[config.mk]
export PLATFORM = sky130hd
export DESIGN_NAME = shift_arbiter
export DESIGN_NICKNAME = d
export VERILOG_FILES = /design/src/rtl/shift_arbiter.sv
export SDC_FILE = /design/constraint.sdc
export NUM_CORES = 1
export LEC_CHECK = 0
export CAP_MARGIN = 20
export CORE_UTILIZATION = 35
export DETAILED_ROUTE_END_ITERATION = 10
export PLACE_DENSITY_LB_ADDON = 0.05
export SYNTH_ARGS = -nofsm -noshare
export SYNTH_HDL_FRONTEND = slang
export SYNTH_SLANG_ARGS = --single-unit
[constraint.sdc]
create_clock -name clk -period 3.51 [get_ports clk]
set_input_delay 0.702 -clock clk [delete_from_list [all_inputs] [get_ports clk]]
set_output_delay 0.702 -clock clk [all_outputs]
set_load 0.05 [all_outputs]
[src/rtl/shift_arbiter.sv]
// Round-robin arbiter in front of one shared barrel shifter.
// A single registered valid/ready stage returns results tagged with the requester ID.
module shift_arbiter #(
  parameter  int LENGTH  = 8,
  parameter  int NUM_REQ = 4,
  localparam int SW      = $clog2(LENGTH),
  localparam int IW      = $clog2(NUM_REQ)
) (
  input  logic                      clk,
  input  logic                      rst,
  input  logic [NUM_REQ-1:0]        req_valid,
  output logic [NUM_REQ-1:0]        req_ready,
  input  logic [NUM_REQ*LENGTH-1:0] req_data,
  input  logic [NUM_REQ*SW-1:0]     req_shamt,
  input  logic [NUM_REQ*2-1:0]      req_op,
  output logic                      rsp_valid,
  input  logic                      rsp_ready,
  output logic [LENGTH-1:0]         rsp_data,
  output logic [IW-1:0]             rsp_id
);

  localparam logic [1:0] OP_SLL = 2'b00;
  localparam logic [1:0] OP_SRL = 2'b01;
  localparam logic [1:0] OP_SRA = 2'b10;
  localparam logic [1:0] OP_ROL = 2'b11;

  logic              rsp_valid_q, rsp_valid_d;
  logic [LENGTH-1:0] rsp_data_q, rsp_data_d;
  logic [IW-1:0]     rsp_id_q, rsp_id_d;
  logic [IW-1:0]     ptr_q, ptr_d;

  logic              gnt_found;
  logic [IW-1:0]     gnt_idx;
  int                idx;
  logic              can_accept;
  logic              accept;
  logic [LENGTH-1:0] op_data;
  logic [SW-1:0]     op_shamt;
  logic [1:0]        op_code;
  logic [LENGTH-1:0] shf;

  assign can_accept = !rsp_valid_q || rsp_ready;
  assign accept     = gnt_found && can_accept && !rst;

  // first valid requester at or after ptr, wrapping
  always_comb begin
    gnt_found = 1'b0;
    gnt_idx   = '0;
    idx       = 0;
    for (int k = 0; k < NUM_REQ; k++) begin
      idx = int'(ptr_q) + k;
      if (idx >= NUM_REQ) idx = idx - NUM_REQ;
      if (!gnt_found && req_valid[idx]) begin
        gnt_found = 1'b1;
        gnt_idx   = IW'(idx);
      end
    end
  end

  always_comb begin
    req_ready = '0;
    if (accept) req_ready[gnt_idx] = 1'b1;
  end

  // one mux stage per shamt bit; stage k moves by 2^k
  always_comb begin
    op_data  = req_data[int'(gnt_idx)*LENGTH +: LENGTH];
    op_shamt = req_shamt[int'(gnt_idx)*SW +: SW];
    op_code  = req_op[int'(gnt_idx)*2 +: 2];
    shf      = op_data;
    for (int k = 0; k < SW; k++) begin
      if (op_shamt[k]) begin
        unique case (op_code)
          OP_SLL: shf = shf << (1 << k);
          OP_SRL: shf = shf >> (1 << k);
          OP_SRA: shf = $unsigned($signed(shf) >>> (1 << k));
          OP_ROL: shf = (shf << (1 << k))
                      | (shf >> (LENGTH - (1 << k)));
          default: shf = shf;
        endcase
      end
    end
  end

  always_comb begin
    rsp_valid_d = rsp_valid_q;
    rsp_data_d  = rsp_data_q;
    rsp_id_d    = rsp_id_q;
    ptr_d       = ptr_q;
    if (accept) begin
      rsp_valid_d = 1'b1;
      rsp_data_d  = shf;
      rsp_id_d    = gnt_idx;
      ptr_d       = (gnt_idx == IW'(NUM_REQ-1)) ? '0
                  : gnt_idx + IW'(1);
    end else if (rsp_valid_q && rsp_ready) begin
      rsp_valid_d = 1'b0;
    end
  end

  always_ff @(posedge clk) begin
    if (rst) begin
      rsp_valid_q <= 1'b0;
      rsp_data_q  <= '0;
      rsp_id_q    <= '0;
      ptr_q       <= '0;
    end else begin
      rsp_valid_q <= rsp_valid_d;
      rsp_data_q  <= rsp_data_d;
      rsp_id_q    <= rsp_id_d;
      ptr_q       <= ptr_d;
    end
  end

  assign rsp_valid = rsp_valid_q;
  assign rsp_data  = rsp_data_q;
  assign rsp_id    = rsp_id_q;

  a_ready_onehot: assert property (
    @(posedge clk) $onehot0(req_ready));

  a_rsp_stable: assert property (
    @(posedge clk) disable iff (rst)
    rsp_valid_q && !rsp_ready |=>
      rsp_valid_q && $stable(rsp_data_q) && $stable(rsp_id_q));

endmodule
==> run_1/power_grid.png <==
(4 px per um) Pins as bars on the die edge. Tap cells in gray.
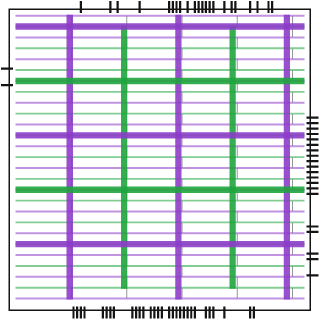
legend:
  green:
    net: VDD
  purple:
    net: VSS
rows: 26
met4 straps: 5
tap cells: 70
met5 straps: 5
signal pins: 74

==> run_1/clocks.png <==
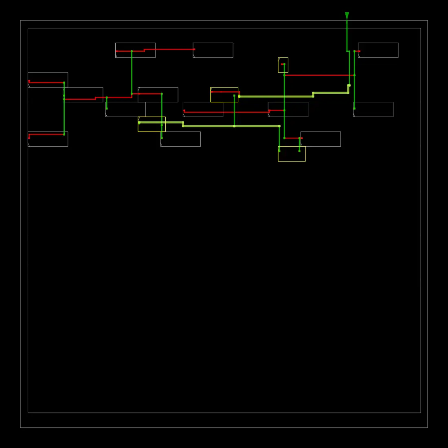
clock sinks: 13
setup skew after layout: 1.75 ps
CTS buffer count: 3
clk pwr: 0.000139 W

==> run_1/layer_met2.png <==
(4 px per um)
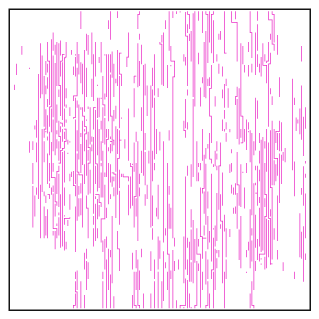
nets with wire on the layer: 375
share of all routed wire: 50%
main direction: vertical

==> flow_summary_export.csv, run 1 <==
group,metric,value,unit
floorplan,core_util_floorplan,36.4,%
synth,syn_area,0.00186,mm2
global_routing,overflow,0,
synth,ys_seq_share,14.0,%
setup_path,critPathSlowestCell,"or4b_1",
setup_path,end_kind,"flop",
synth,synth-adder-area-share,2.69,%
min_path,min_path_type,"flop to flop",
timing,slew_viol_final,0,
drt,drtIter0Drc,136,
power,powerDensity,646,mW/mm2
synth,ys_sh_simple,28.7,%
outcome,status,"complete, no violations",
synth,topCombFamilyByArea,"AND-OR/OR-AND gates",
finish,comb_share,48.9,%
floorplan,die_h,74.9,um
floorplan,nWellTaps,70,
clocking,cts_tree,"built",
drt,routed-wl-met2,3.64,mm
global_routing,grt_start_max_net_pins,16,
placement,dp_cells,417,
global_routing,gr-max-usage-layer,"met2",
drt,drc,0,
finish,largest_reg_flops,8,
drt,avgViaCountPerCell,5.63,
==> run 2, diff against run 1 <==
--- a/config.mk
+++ b/config.mk
@@ -6,7 +6,7 @@
 export NUM_CORES = 1
 export LEC_CHECK = 0
 export CAP_MARGIN = 20
-export CORE_UTILIZATION = 35
+export CORE_UTILIZATION = 44
 export DETAILED_ROUTE_END_ITERATION = 10
 export PLACE_DENSITY_LB_ADDON = 0.05
 export SYNTH_ARGS = -nofsm -noshare
==> constraint.sdc (replaced) <==
create_clock -name clk -period 3.6 [get_ports clk]
set_input_delay 0.72 -clock clk [delete_from_list [all_inputs] [get_ports clk]]
set_output_delay 0.72 -clock clk [all_outputs]
set_load 0.05 [all_outputs]
==> run_2/clocks.png <==
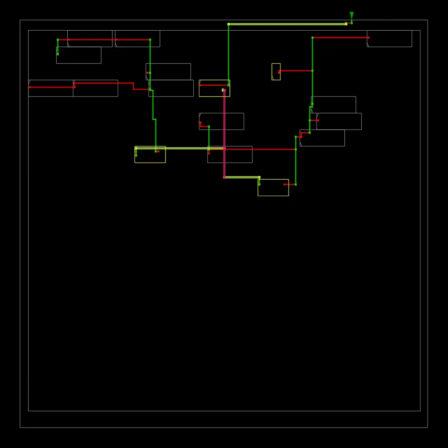
seq_cells: 13
setup skew after layout: 2.36 ps
worst-skew pair later-pin latency: 250 ps
# clk buffers: 4
clk pwr: 0.000134 W

==> run_2/wires.png <==
(6 px per um)
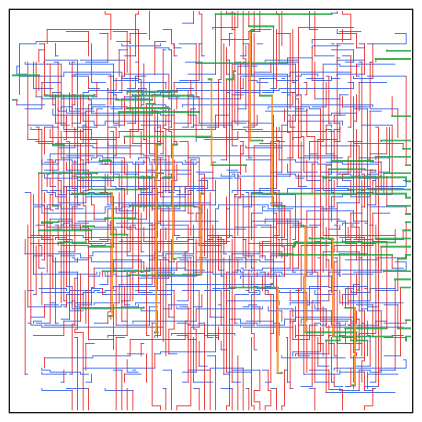
legend:
  green:
    layer: metal 3
    wire_length: 458 um
  red:
    layer: metal 2
    wire_length: 3830 um
  orange:
    layer: metal 4
    wire_length: 197 um
  blue:
    layer: metal 1
    wire_length: 3010 um

==> flow_summary_export.csv, run 2 <==
group,metric,value,unit
outcome,status,"complete, no violations",
synth,syn_area,0.00186,mm2
synth,ys.flops,13,
floorplan,nWellTaps,50,
power,p_sw,0.000963,W
finish,comb.multi_input.count,207,
drt,wl_met3,457,um
global_routing,gr-max-usage-layer,"met2",
min_path,min_path_type,"flop to flop",
drt,routed-wl-met2,3.83,mm
setup_path,arrival,3640,ps
power,leakage,1.38,nW
drt,drtIter0Drc,180,
synth,ys_area,0.00186,mm2
finish,layout_top_cells,"clkdlybuf4s50_1 (65), buf_4 (61), mux2i_1 (23), nand2_1 (20), nand3_1 (19)",
min_path,min_to,"rsp_id[1]",
clocking,numCtsBuffers,3,
placement,dp_cells,403,
timing,setup_ws,107,ps
setup_path,cp_slowest_stage_delay,420,ps
timing,setup_viol,0,
drt,drc,0,
synth,ys_types,54,
clocking,holdBufCountCts,0,
power,swShare,47.5,%
global_routing,overflow,0,
synth,synthXorXnorAreaFrac,1.75,%
finish,seq_area,260,um2
synth,ys_seq_share,14.0,%
clocking,cts_tree,"built",
finish,buffers,143,
synth,topCombFamilyByArea,"AND-OR/OR-AND gates",
setup_path,end_kind,"flop",
floorplan,die_width,67.0,um
drt,dr.pass1.iters,6,
flow_run,tool_warnings,29,
power,powerDensity,612,mW/mm2
setup_path,critPathSlowestCell,"o21bai_1",
finish,fill_cells,266,
timing,slew_viol_final,0,
clocking,clock_sinks,13,
synth,ys_sh_simple,28.7,%
finish,largest_reg_flops,8,
global_routing,grt_start_max_net_pins,16,
floorplan,core_util_floorplan,46.1,%
finish,comb_share,48.2,%
timing,period_minus_slack,3490,ps
floorplan,die_h,67.0,um
synth,synth-adder-area-share,2.69,%
synth,synth.largest_area_cell,"dfxtp_1",
Power and IR drop assume default switching activity.
